`config.mk`:
```
export PLATFORM = sky130hd
export DESIGN_NAME = instr_fetch_unit
export DESIGN_NICKNAME = d
export VERILOG_FILES = /design/src/rtl/fetch_pkg.sv /design/src/rtl/fetch_timeout_counter.sv /design/src/rtl/instr_fetch_unit.sv
export SDC_FILE = /design/constraint.sdc
export NUM_CORES = 1
export LEC_CHECK = 0
export CAP_MARGIN = 10
export CORE_MARGIN = 8
export CORE_UTILIZATION = 38
export CTS_BUF_LIST = sky130_fd_sc_hd__clkbuf_16
export CTS_CLUSTER_DIAMETER = 40
export DETAILED_ROUTE_END_ITERATION = 8
export HOLD_SLACK_MARGIN = 0.08
export MAX_ROUTING_LAYER = met4
export PLACE_DENSITY = 0.76
export SETUP_SLACK_MARGIN = 0.02
export SLEW_MARGIN = 20
export SYNTH_ARGS = -nofsm -noshare
export SYNTH_HDL_FRONTEND = slang
export SYNTH_SLANG_ARGS = --single-unit
```
`constraint.sdc`:
```
create_clock -name clk -period 1.34 [get_ports clk]
set_input_delay 0.201 -clock clk [delete_from_list [all_inputs] [get_ports clk]]
set_output_delay 0.201 -clock clk [all_outputs]
set_load 0.02 [all_outputs]
```
`src/rtl/fetch_pkg.sv`:
```
// Shared definitions for the instruction fetch stage: state encoding and reset defaults.
package fetch_pkg;

  localparam int unsigned ADDR_W          = 32;
  localparam int unsigned DATA_W          = 32;
  localparam int unsigned TIMEOUT_DEFAULT = 16;

  localparam logic [ADDR_W-1:0] RESET_PC_DEFAULT  = 32'h0000_0000;
  // MOV R0,R0 -- harmless filler when a fetch is abandoned
  localparam logic [DATA_W-1:0] NOP_INSTR_DEFAULT = 32'hE1A0_0000;

  typedef enum logic [1:0] {
    IDLE = 2'd0,
    WAIT = 2'd1,
    DONE = 2'd2
  } fetch_state_e;

endpackage

```
`src/rtl/fetch_timeout_counter.sv`:
```
// Saturating wait-cycle counter; expired flags the last permitted WAIT cycle.
module fetch_timeout_counter #(
  parameter int unsigned TIMEOUT = 16
) (
  input  logic clk,
  input  logic reset,
  input  logic clear,
  input  logic enable,
  output logic expired
);

  localparam int unsigned      CNT_W = (TIMEOUT > 1) ? $clog2(TIMEOUT) : 1;
  localparam logic [CNT_W-1:0] LAST  = CNT_W'(TIMEOUT - 1);

  logic [CNT_W-1:0] count;

  // Holds at LAST rather than wrapping
  always_ff @(posedge clk) begin
    if (!reset) begin
      count <= '0;
    end else if (clear) begin
      count <= '0;
    end else if (enable && (count != LAST)) begin
      count <= count + CNT_W'(1);
    end
  end

  assign expired = (count == LAST);

endmodule

```
`src/rtl/instr_fetch_unit.sv`:
```
// Fetch stage: owns PC and IR, runs a variable-latency request/ready handshake
// with instruction memory and stalls the controller until the word lands.
module instr_fetch_unit
  import fetch_pkg::*;
#(
  parameter logic [ADDR_W-1:0] RESET_PC  = RESET_PC_DEFAULT,
  parameter int unsigned       TIMEOUT   = TIMEOUT_DEFAULT,
  parameter logic [DATA_W-1:0] NOP_INSTR = NOP_INSTR_DEFAULT
) (
  input  logic              clk,
  input  logic              reset,
  input  logic              PCWrite,
  input  logic [ADDR_W-1:0] PCNext,
  input  logic              IRWrite,
  output logic              mem_req,
  output logic [ADDR_W-1:0] mem_addr,
  input  logic [DATA_W-1:0] mem_rdata,
  input  logic              mem_ready,
  output logic [DATA_W-1:0] Instr,
  output logic [ADDR_W-1:0] PC,
  output logic              FetchStall,
  output logic              FetchErr
);

  fetch_state_e      state, state_d;
  logic              mem_req_d;
  logic [ADDR_W-1:0] mem_addr_d;
  logic [DATA_W-1:0] instr_d;
  logic [ADDR_W-1:0] pc_d;
  logic              err_d;
  logic              cnt_clear;
  logic              cnt_enable;
  logic              expired;

  fetch_timeout_counter #(
    .TIMEOUT (TIMEOUT)
  ) u_timeout (
    .clk     (clk),
    .reset   (reset),
    .clear   (cnt_clear),
    .enable  (cnt_enable),
    .expired (expired)
  );

  always_ff @(posedge clk) begin
    if (!reset) begin
      state    <= IDLE;
      PC       <= RESET_PC;
      Instr    <= NOP_INSTR;
      mem_req  <= 1'b0;
      mem_addr <= '0;
      FetchErr <= 1'b0;
    end else begin
      state    <= state_d;
      PC       <= pc_d;
      Instr    <= instr_d;
      mem_req  <= mem_req_d;
      mem_addr <= mem_addr_d;
      FetchErr <= err_d;
    end
  end

  // Next-state and register update logic; ready beats timeout when both arrive
  always_comb begin
    state_d    = state;
    mem_req_d  = mem_req;
    mem_addr_d = mem_addr;
    instr_d    = Instr;
    err_d      = FetchErr;
    pc_d       = PCWrite ? PCNext : PC;
    FetchStall = 1'b0;
    cnt_clear  = 1'b1;
    cnt_enable = 1'b0;

    unique case (state)
      IDLE: begin
        FetchStall = IRWrite;
        if (IRWrite) begin
          state_d    = WAIT;
          mem_req_d  = 1'b1;
          mem_addr_d = PC;
        end
      end
      WAIT: begin
        FetchStall = 1'b1;
        cnt_clear  = 1'b0;
        cnt_enable = 1'b1;
        if (mem_ready) begin
          instr_d   = mem_rdata;
          mem_req_d = 1'b0;
          state_d   = DONE;
        end else if (expired) begin
          instr_d   = NOP_INSTR;
          err_d     = 1'b1;
          mem_req_d = 1'b0;
          state_d   = DONE;
        end
      end
      DONE: begin
        state_d = IDLE;
      end
      default: begin
        state_d = IDLE;
      end
    endcase
  end

endmodule

```
==> impl_metrics.json, run 1 <==
{
  "pwr-share-comb_pct": 15.9,
  "hold_end": "Instr[21]",
  "pg_clk_w": 0.00266,
  "cts_setup_buffers": 0,
  "ctsHoldBuffers": 0,
  "cts_inserted_buffers": 9,
  "peakVddDrop_v": 0.000806,
  "yosys.cell_count.top_type": "dfxtp_1",
  "ys_area_mm2": 0.00398,
  "cts.path.max_buffers": 2,
  "placedCellCount": 709,
  "netlist_instances": 422,
  "finish.utilization_pct": 60.2,
  "hold_path_depth": 3,
  "grt_max_degree": 101,
  "drt_iter0_markers": 200,
  "powerComb_w": 0.00113,
  "num_rows": 37,
  "ys_seq_share_pct": 52.3,
  "adder_share_pct": 0.314,
  "crit_arrival_ps": 1600,
  "path_class": "flip-flop to flip-flop",
  "power_density_mw_per_mm2": 1150,
  "r2r-start": "state[0]",
  "synthesis.area_mm2": 0.00398,
  "logic_area_mm2": 0.00181,
  "slew_headroom_pct": 77.0,
  "post-route-period-util_pct": 102,
  "crit_fanout": 16,
  "dieArea_mm2": 0.0140,
  "setup_ws_ps": -31.1,
  "violations": "setup timing",
  "place_congestion": 0.740,
  "p_sw_w": 0.00184,
  "min_path_type": "input pin to flip-flop",
  "antennaDiodeCount": 0,
  "avgSynthCellArea_um2": 9.43,
  "p_int_w": 0.00525,
  "rsz0062_at_grt": "true",
  "ys_types": 29,
  "cts_sinks": 104,
  "setup_violations": 1,
  "min_from": "reset",
  "grt_first_pass_wirelength_mm": 18.1,
  "boundaryPins": 168,
  "cts.clk_slew.worst_paths_ps": 70,
  "edf_count": 0,
  "clockRootBuffer": "clkbuf_16",
  "grt_pass1_vias": 3524,
  "fp_util_pct": 38.9,
  "regToRegEndpoint": "mem_addr[17]",
  "outcome": "complete, but fails checks",
  "tool_warnings": 31,
  "antenna_found_initial": 0,
  "swShare_pct": 26.0,
  "reg_top3": "Instr: 32 flops, PC: 32 flops, mem_addr: 32 flops",
  "post-route-min-period_ps": 1370,
  "cpMaxStageDelayCell": "or3b_4",
  "synthXorXnorAreaFrac_pct": 0.220,
  "htreeDepth": 3,
  "fin_cells": 728,
  "avgViaCountPerCell": 4.80,
  "synth-compound-area-share_pct": 17.4,
  "cp_top_family": "simple AND/OR/NAND/NOR gates",
  "clock_skew_ps": 10.4,
  "power-top-group": "sequential cells",
  "start_kind": "flip-flop",
  "dp.final_hpwl_mm": 8.00,
  "cp-endpoint": "mem_addr[17]",
  "synth.logic.top_family": "AND-OR/OR-AND gates",
  "fmax_ghz": 0.729,
  "drc": 0,
  "rrSetupSlack_ps": -30,
  "end_kind": "flip-flop"
}
==> run 1: stage by stage <==
stage	worst slack [ps]	total power [W]	cell area, um2	setup TNS (ps)	hold WS (ps)
CTS	12.8	0.00710	6010	0	339
detailed placement	-298	0.00454	5820	-11990	445
global placement	-301	0.00452	5820	-9390	440
global route	-41.0	0.00738	6160	-148	368
finish	-31.1	0.00709	6160	-31.1	335
floorplan	13.0	0.00393	3980	0	336
==> run 1: layer usage <==
layer	wire length (um)	vias up	share of wire (%)
li1	-	1738	-
met1	5040	1648	44
met2	5780	105	50
met3	652	7	5.7
met4	59	0	0.51
met5	0	-	0
==> run 1: cell type report <==
class	instances	share of cell area [%]
timing repair buffer	184	29.1
sequential	104	33.8
clock buffer	9	3.66
clock inverter	7	1.26
tap	136	2.76
multi-input combinational	288	29.4
Figure 1. Metal layers overlaid (run 1).
Scale bar: 20 um.
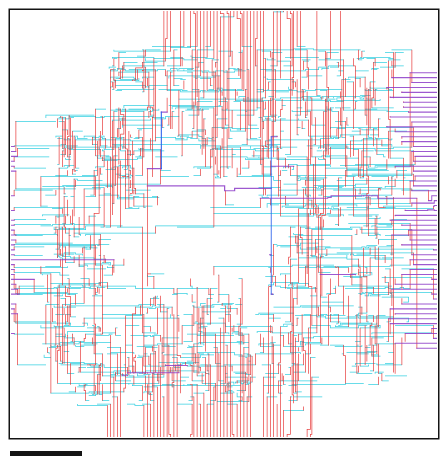
Key: metal 3 = purple [wire length 653 um]; metal 2 = red [wire length 5,780 um]; metal 1 = cyan [wire length 5,040 um]; metal 4 = blue [wire length 59.2 um]

Figure 2. Pin placement (run 1).
Pins as bars across the die edge, other pins in gray.
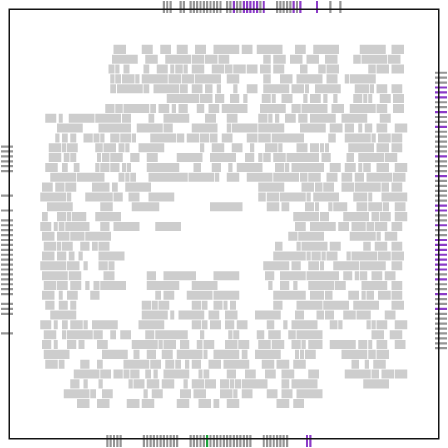
Key: `mem_addr` = purple [pins 32, direction output, edge 20 right, 10 top, 2 bottom]; `reset` = green [pins 1, direction input, edge bottom]
Die Y: 118 um
chip width: 118 um
port buffer count: 167

Figure 3. Clock wires, drivers and flops (run 1).
Scale bar: 20 um.
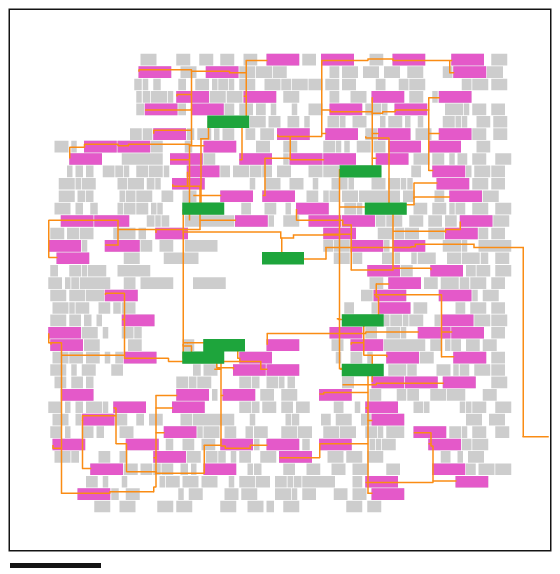
Key: clock drivers = green [count 9]; flip-flops = magenta [count 104]; clock wires = orange [length 1,270 um]
Position of the flops: spread over the die.

Figure 4. Routing congestion (run 1).
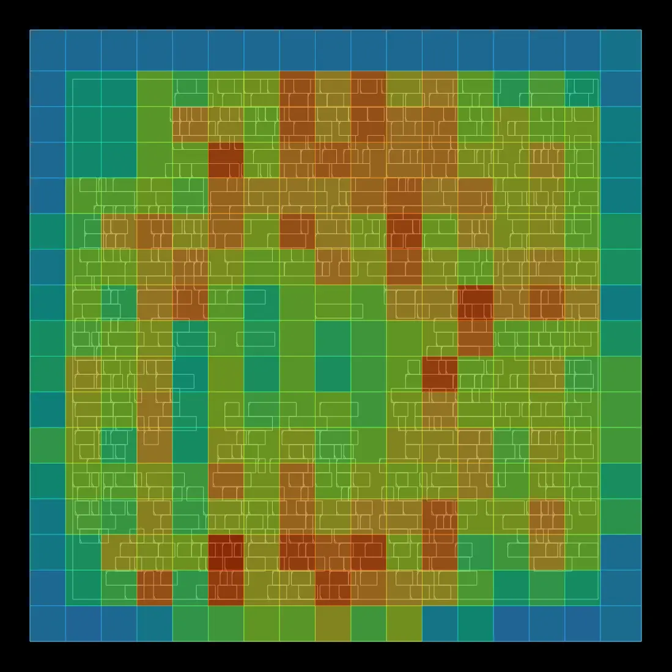
most used routing layer: met2
met3 Usage GRT: 4.38%

Figure 5. Sequential cells grouped by signal name (run 1).
Other sequential cells in the stronger gray, the rest of the logic in the fainter gray.
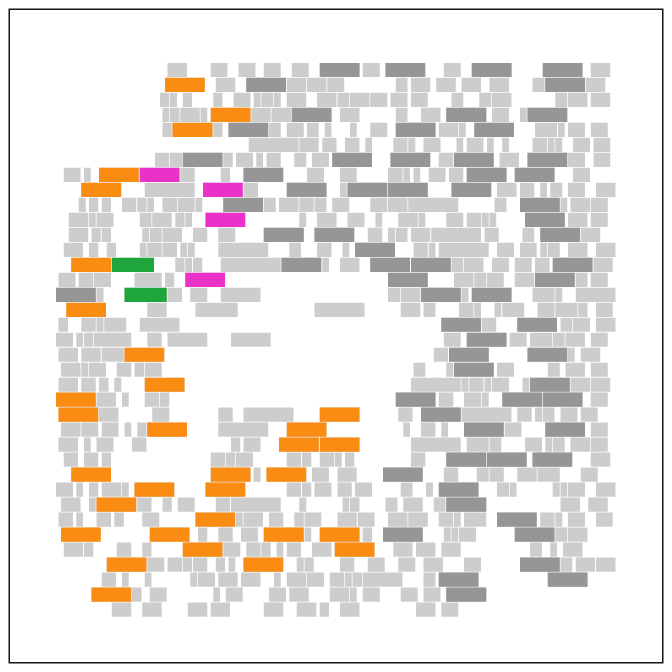

==> run 2: changes to the inputs <==
PLACE_DENSITY = not set   (was 0.76)
PLACE_DENSITY_LB_ADDON = 0.1   (was not set)
TNS_END_PERCENT = 50   (was not set)
Figure 6. Sequential cells grouped by signal name (run 2).
Other sequential cells in the stronger gray, the rest of the logic in the fainter gray.
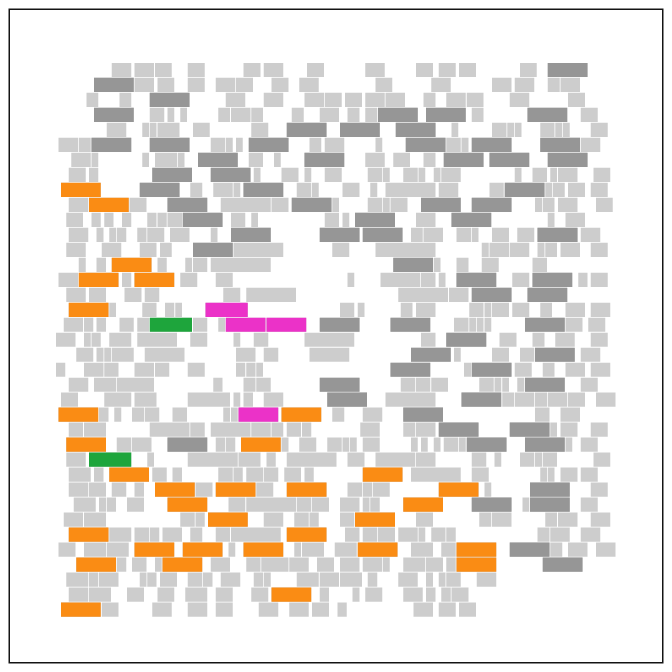
Key: `Instr` = orange [sequential cells 32]; `state` = green [sequential cells 2]; `u_timeout.count` = magenta [sequential cells 4]
Seq area share: 33.1%
Reg area: 0.00209 mm2
Seq power: 0.00331 W

Figure 7. Clock wires, drivers and flops (run 2).
Scale bar: 20 um.
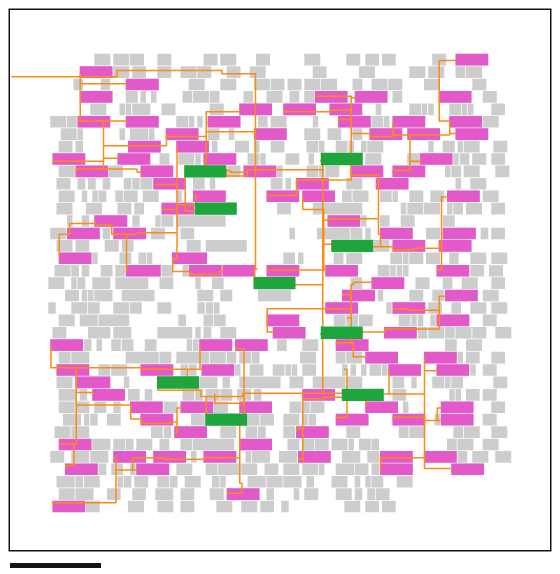
Key: clock drivers = green [count 9]; clock wires = orange [length 1,160 um]; flip-flops = magenta [count 104]
Position of the flops: spread over the die.

Figure 8. Met4 routing (run 2).
Cells faint in the background.
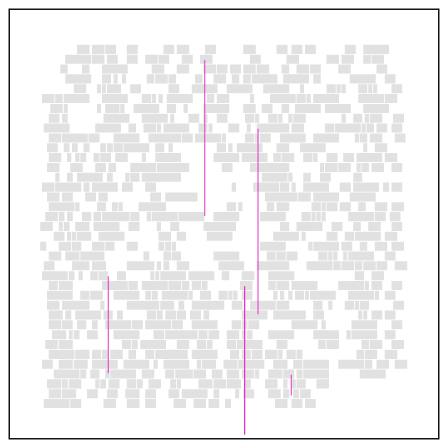
The wires run mostly vertical. The layer carries 167 um of wire.

==> run 2 against run 1 <==
Effect of this change:
- the flow now finishes without violations
- maximum frequency is 3.7% higher
- clock power is 2% higher
- flip-flop count stayed put
- critical path depth is 1 higher
- via count is 0.11% lower
- non-clock buffer count is 9 higher
- power is 1.5% higher
- largest cell class unchanged
==> impl_metrics.json, run 2 <==
{
  "ctsHoldBuffers": 0,
  "fin_setup_tns_ps": 0,
  "dp.final_hpwl_mm": 8.32,
  "synthesis.area_mm2": 0.00398,
  "port_buffers": 167,
  "top_layer_used": "met4",
  "min_from": "PCWrite",
  "die_w_um": 118,
  "p_sw_w": 0.00177,
  "slew_headroom_pct": 73.0,
  "adder_share_pct": 0.314,
  "yosys.area_share.simple_pct": 17.2,
  "peakVddDrop_v": 0.000583,
  "tool_warnings": 28,
  "setup_ws_ps": 17.4,
  "grt_pass1_vias": 3555,
  "ys_types": 29,
  "grt_first_pass_wirelength_mm": 18.5,
  "clock_skew_ps": 4.71,
  "cp_top_family": "buffers and inverters",
  "crit_fanout": 34,
  "setup_violations": 0,
  "cts.path.max_buffers": 2,
  "boundaryPins": 168,
  "drt_iter0_markers": 113,
  "antenna_found_initial": 0,
  "clockRootBuffer": "clkbuf_16",
  "avgSynthCellArea_um2": 9.43,
  "antenna_left": 0,
  "fin_cells": 737,
  "hold-worst-slack_ps": 299,
  "cts_inserted_buffers": 9,
  "synth.logic.top_family": "AND-OR/OR-AND gates",
  "power-top-group": "sequential cells",
  "rsz0062_at_grt": "true",
  "tightest_slew_ps": 404,
  "avgViaCountPerCell": 4.74,
  "route.met3.wl_um": 743,
  "synth.area.mux_share_pct": 8.30,
  "powerComb_w": 0.00117,
  "p_int_w": 0.00543,
  "wl_met1_mm": 5.22,
  "outcome": "finished, final reports clean",
  "dr.pass1.iters": 4,
  "post-route-period-util_pct": 98.7,
  "cts_setup_buffers": 0,
  "crit_arrival_ps": 1580,
  "placed_cell_area_mm2": 0.00589,
  "die_h_um": 118,
  "yosys.cell_count.top_type": "dfxtp_1",
  "power_w": 0.00720,
  "fp_util_pct": 38.9,
  "r2r-start": "state[0]",
  "post-route-min-period_ps": 1320,
  "pwr-share-comb_pct": 16.2,
  "busiest_layer": "met2",
  "met2WireLength_mm": 5.72,
  "edf_count": 0,
  "placedCellCount": 716,
  "fin_area_mm2": 0.00630,
  "grt_use_met3_pct": 4.90,
  "swShare_pct": 24.6,
  "finish.utilization_pct": 61.6,
  "ys_area_mm2": 0.00398,
  "ys_cells": 422,
  "ys_seq_share_pct": 52.3,
  "htreeDepth": 3,
  "drc": 0,
  "power_density_mw_per_mm2": 1140,
  "path_class": "flip-flop to flip-flop",
  "grt_max_degree": 35,
  "cts_sinks": 104,
  "antennaDiodeCount": 0,
  "cts.clk_slew.worst_paths_ps": 60,
  "place_congestion": 0.723,
  "netlist_instances": 422,
  "reg_top3": "Instr: 32 flops, PC: 32 flops, mem_addr: 32 flops",
  "pg_clk_w": 0.00272,
  "num_rows": 37,
  "dieArea_mm2": 0.0140,
  "fmax_ghz": 0.756,
  "cpMaxStageDelayCell": "dfxtp_2",
  "synth-compound-area-share_pct": 17.4,
  "wire_per_inst_um": 16.1,
  "end_kind": "flip-flop",
  "start_kind": "flip-flop",
  "pre_cts_ws_ps": -330,
  "synth_top_area_share_pct": 52.3,
  "min_path_type": "input pin to flip-flop",
  "synthXorXnorAreaFrac_pct": 0.220
}
## run 2: cell counts after synthesis
No cell type changed its count.
## run 2: worst paths after layout
path,endpoint,slack (ps),cells past startpoint
worst max-delay path,mem_addr[1],20,6
worst min-delay path,PC[3],300,3
worst max register to register,mem_addr[1],20,6
worst min register to register,mem_addr[12],450,2
## run 2: worst register-to-register path: stages (launching register included)
cell and delay [ps]:
dfxtp_2 330, buf_6 120, buf_4 130, nor3b_4 200
buf_12 220, nand2_1 100, a21boi_0 140
## run 2: cell type report
type | instances | area [um2] | area share (%)
Timing Repair Buffer | 193 | 1870 | 29.6
Tap cell | 136 | 170 | 2.70
Clock inverter | 6 | 85.1 | 1.35
Clock buffer | 9 | 225 | 3.57
Multi-Input combinational cell | 289 | 1870 | 29.7
Sequential cell | 104 | 2090 | 33.1
Figure 9. Pin placement (run 2).
Pins as bars across the die edge, other pins in gray.
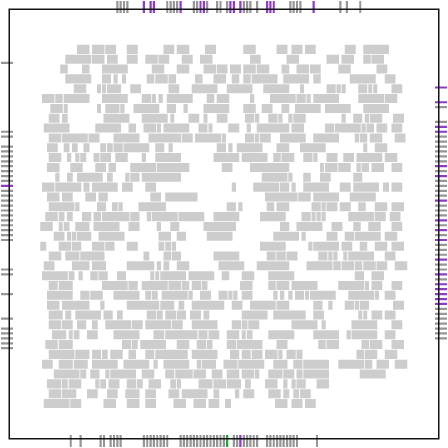

==> run 3: changes to the inputs <==
--- a/config.mk
+++ b/config.mk
@@ -10,5 +10,4 @@
 export CORE_UTILIZATION = 38
 export CTS_BUF_LIST = sky130_fd_sc_hd__clkbuf_16
-export CTS_CLUSTER_DIAMETER = 40
 export DETAILED_ROUTE_END_ITERATION = 8
 export HOLD_SLACK_MARGIN = 0.08
==> constraint.sdc (replaced) <==
create_clock -name clk -period 1.34 [get_ports clk]
set_input_delay 0.268 -clock clk [delete_from_list [all_inputs] [get_ports clk]]
set_output_delay 0.268 -clock clk [all_outputs]
set_load 0.02 [all_outputs]
Figure 10. Pin placement (run 3).
Pins as bars across the die edge, other pins in gray.
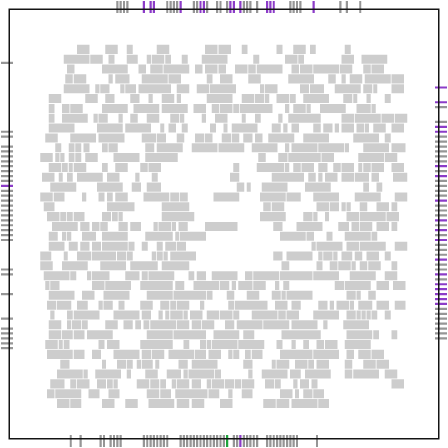
Key: `mem_addr` = purple [pins 32, direction output, edge 17 right, 13 top, 1 bottom, 1 left]; `reset` = green [pins 1, direction input, edge bottom]
All pins by edge: 50 bottom, 48 right, 38 top, 32 left.

Figure 11. Routing congestion (run 3).
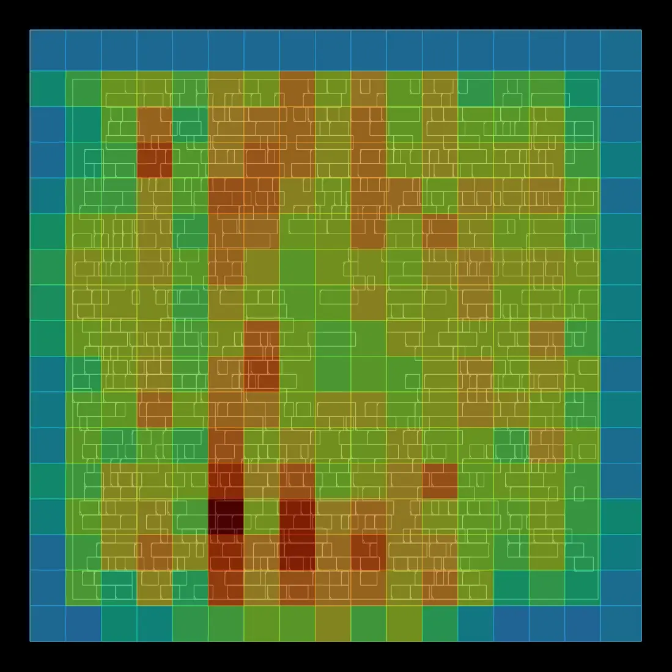
Global Route Usage Sum: 16.6%
routing usage on met1: 19.3%
routed len/inst: 16.4 um

==> run 3 against run 2 <==
Effect of this change:
- the flow now finishes with violations (setup timing)
- design area decreased by 1.1%
- first-iteration DRC count increased by 29%
- power decreased by 1.8%
- area after synthesis unchanged
- clock power decreased by 6%
- largest cell class unchanged
- die area unchanged
- largest power group unchanged
- critical endpoint is now mem_addr[21]
- utilization decreased by 0.68 points
- final cell count unchanged
- via count increased by 0.46%
==> impl_metrics.json, run 3 <==
{
  "tool_warnings": 28,
  "dieArea_mm2": 0.0140,
  "regArea_mm2": 0.00209,
  "logic_area_mm2": 0.00183,
  "logic_gate_count": 288,
  "synth-compound-area-share_pct": 17.4,
  "cts_sinks": 104,
  "peakVddDrop_v": 0.000582,
  "fin_area_mm2": 0.00623,
  "slew_headroom_pct": 79.5,
  "ys_types": 29,
  "inv_count": 0,
  "synthXorXnorAreaFrac_pct": 0.220,
  "reg_top3": "Instr: 32 flops, PC: 32 flops, mem_addr: 32 flops",
  "fmax_ghz": 0.741,
  "drc": 0,
  "num_tap_cells": 136,
  "clkCellAreaFrac_pct": 4.62,
  "dp.final_hpwl_mm": 8.16,
  "grt_max_degree": 59,
  "cts.path.max_buffers": 2,
  "fin_setup_tns_ps": -19.1,
  "avgViaCountPerCell": 4.76,
  "fp_util_pct": 38.9,
  "post-route-period-util_pct": 101,
  "flop-count": 104,
  "cp-endpoint": "mem_addr[21]",
  "min_from": "reset",
  "num_rows": 37,
  "path_class": "flip-flop to flip-flop",
  "ctsHoldBuffers": 0,
  "rrSetupSlack_ps": -10,
  "rr_worst_depth": 5,
  "crit_fanout": 16,
  "grt_first_pass_wirelength_mm": 18.4,
  "edf_count": 0,
  "port_buffers": 167,
  "worstSetupPathDepth": 5,
  "hold-worst-slack_ps": 359,
  "start_kind": "flip-flop",
  "num-clock-buffers": 9,
  "synth_top_area_share_pct": 52.3,
  "placedCellCount": 712,
  "dr.pass1.iters": 4,
  "rsz0062_at_grt": "true",
  "setup_ws_ps": -10.4,
  "cts.clk_slew.worst_paths_ps": 70,
  "yosys.area_share.simple_pct": 17.2,
  "htreeDepth": 3,
  "antenna_found_initial": 0,
  "synth.area.mux_share_pct": 8.30,
  "cpMaxStageDelayCell": "or3b_4",
  "nonClkBufAreaFrac_pct": 29.9,
  "avgSynthCellArea_um2": 9.43,
  "tightest_slew_ps": 307,
  "netlist_instances": 422,
  "crit_arrival_ps": 1580,
  "hold_end": "Instr[24]",
  "outcome": "complete, but fails checks",
  "power_w": 0.00707,
  "yosys.cell_count.top_type": "dfxtp_1",
  "violations": "setup timing",
  "placed_cell_area_mm2": 0.00586,
  "sh_seq_area_pct": 33.5,
  "nNonClkBuffers": 193,
  "post-route-min-period_ps": 1350,
  "setup_violations": 5,
  "ys_seq_share_pct": 52.3,
  "min_path_type": "input pin to flip-flop",
  "pre_cts_ws_ps": -417
}
Figure 12. Clock wires, drivers and flops (run 3).
Scale bar: 20 um.
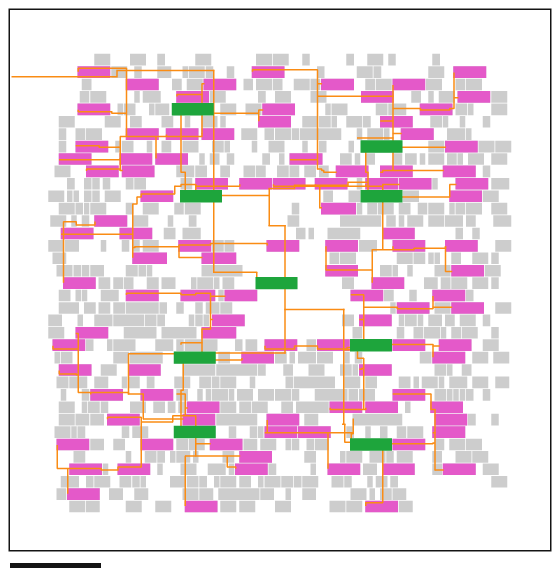
Key: flip-flops = magenta [count 104]; clock drivers = green [count 9]; clock wires = orange [length 1,260 um]
There are 10 routed clock nets. Position of the flops: spread over the die.
skew final: 6.18 ps
clock network power share: 36.2%
clk pwr: 0.00256 W
clock latency on the worst-skew pair: 340 ps

[run 3: tightest hold or removal path: cells and delay by family]
kind | cells | cell delay (ps)
compound gates | 1 | 80
buf+inv | 2 | 320
[run 3: where the power goes]
part           total [W]  switching (W)  internal [W]
Combinational    0.00119       0.000593      0.000595
Clock            0.00256        0.00113       0.00143
Sequential       0.00332      0.0000882       0.00323
Total            0.00707        0.00181       0.00526
[run 3: layer usage]
layer | share of wire, % | up-vias | routed length (um) | global-route usage, %
met1 | 44 | 1638 | 5340 | 19.3
li1 | - | 1759 | - | -
met2 | 47 | 100 | 5740 | 26.2
met5 | 0 | - | 0 | -
met4 | 1.2 | 0 | 144 | 5.84
met3 | 7.2 | 13 | 875 | 5.43
Power figures rest on the tool's default switching activity, not on a simulated workload.
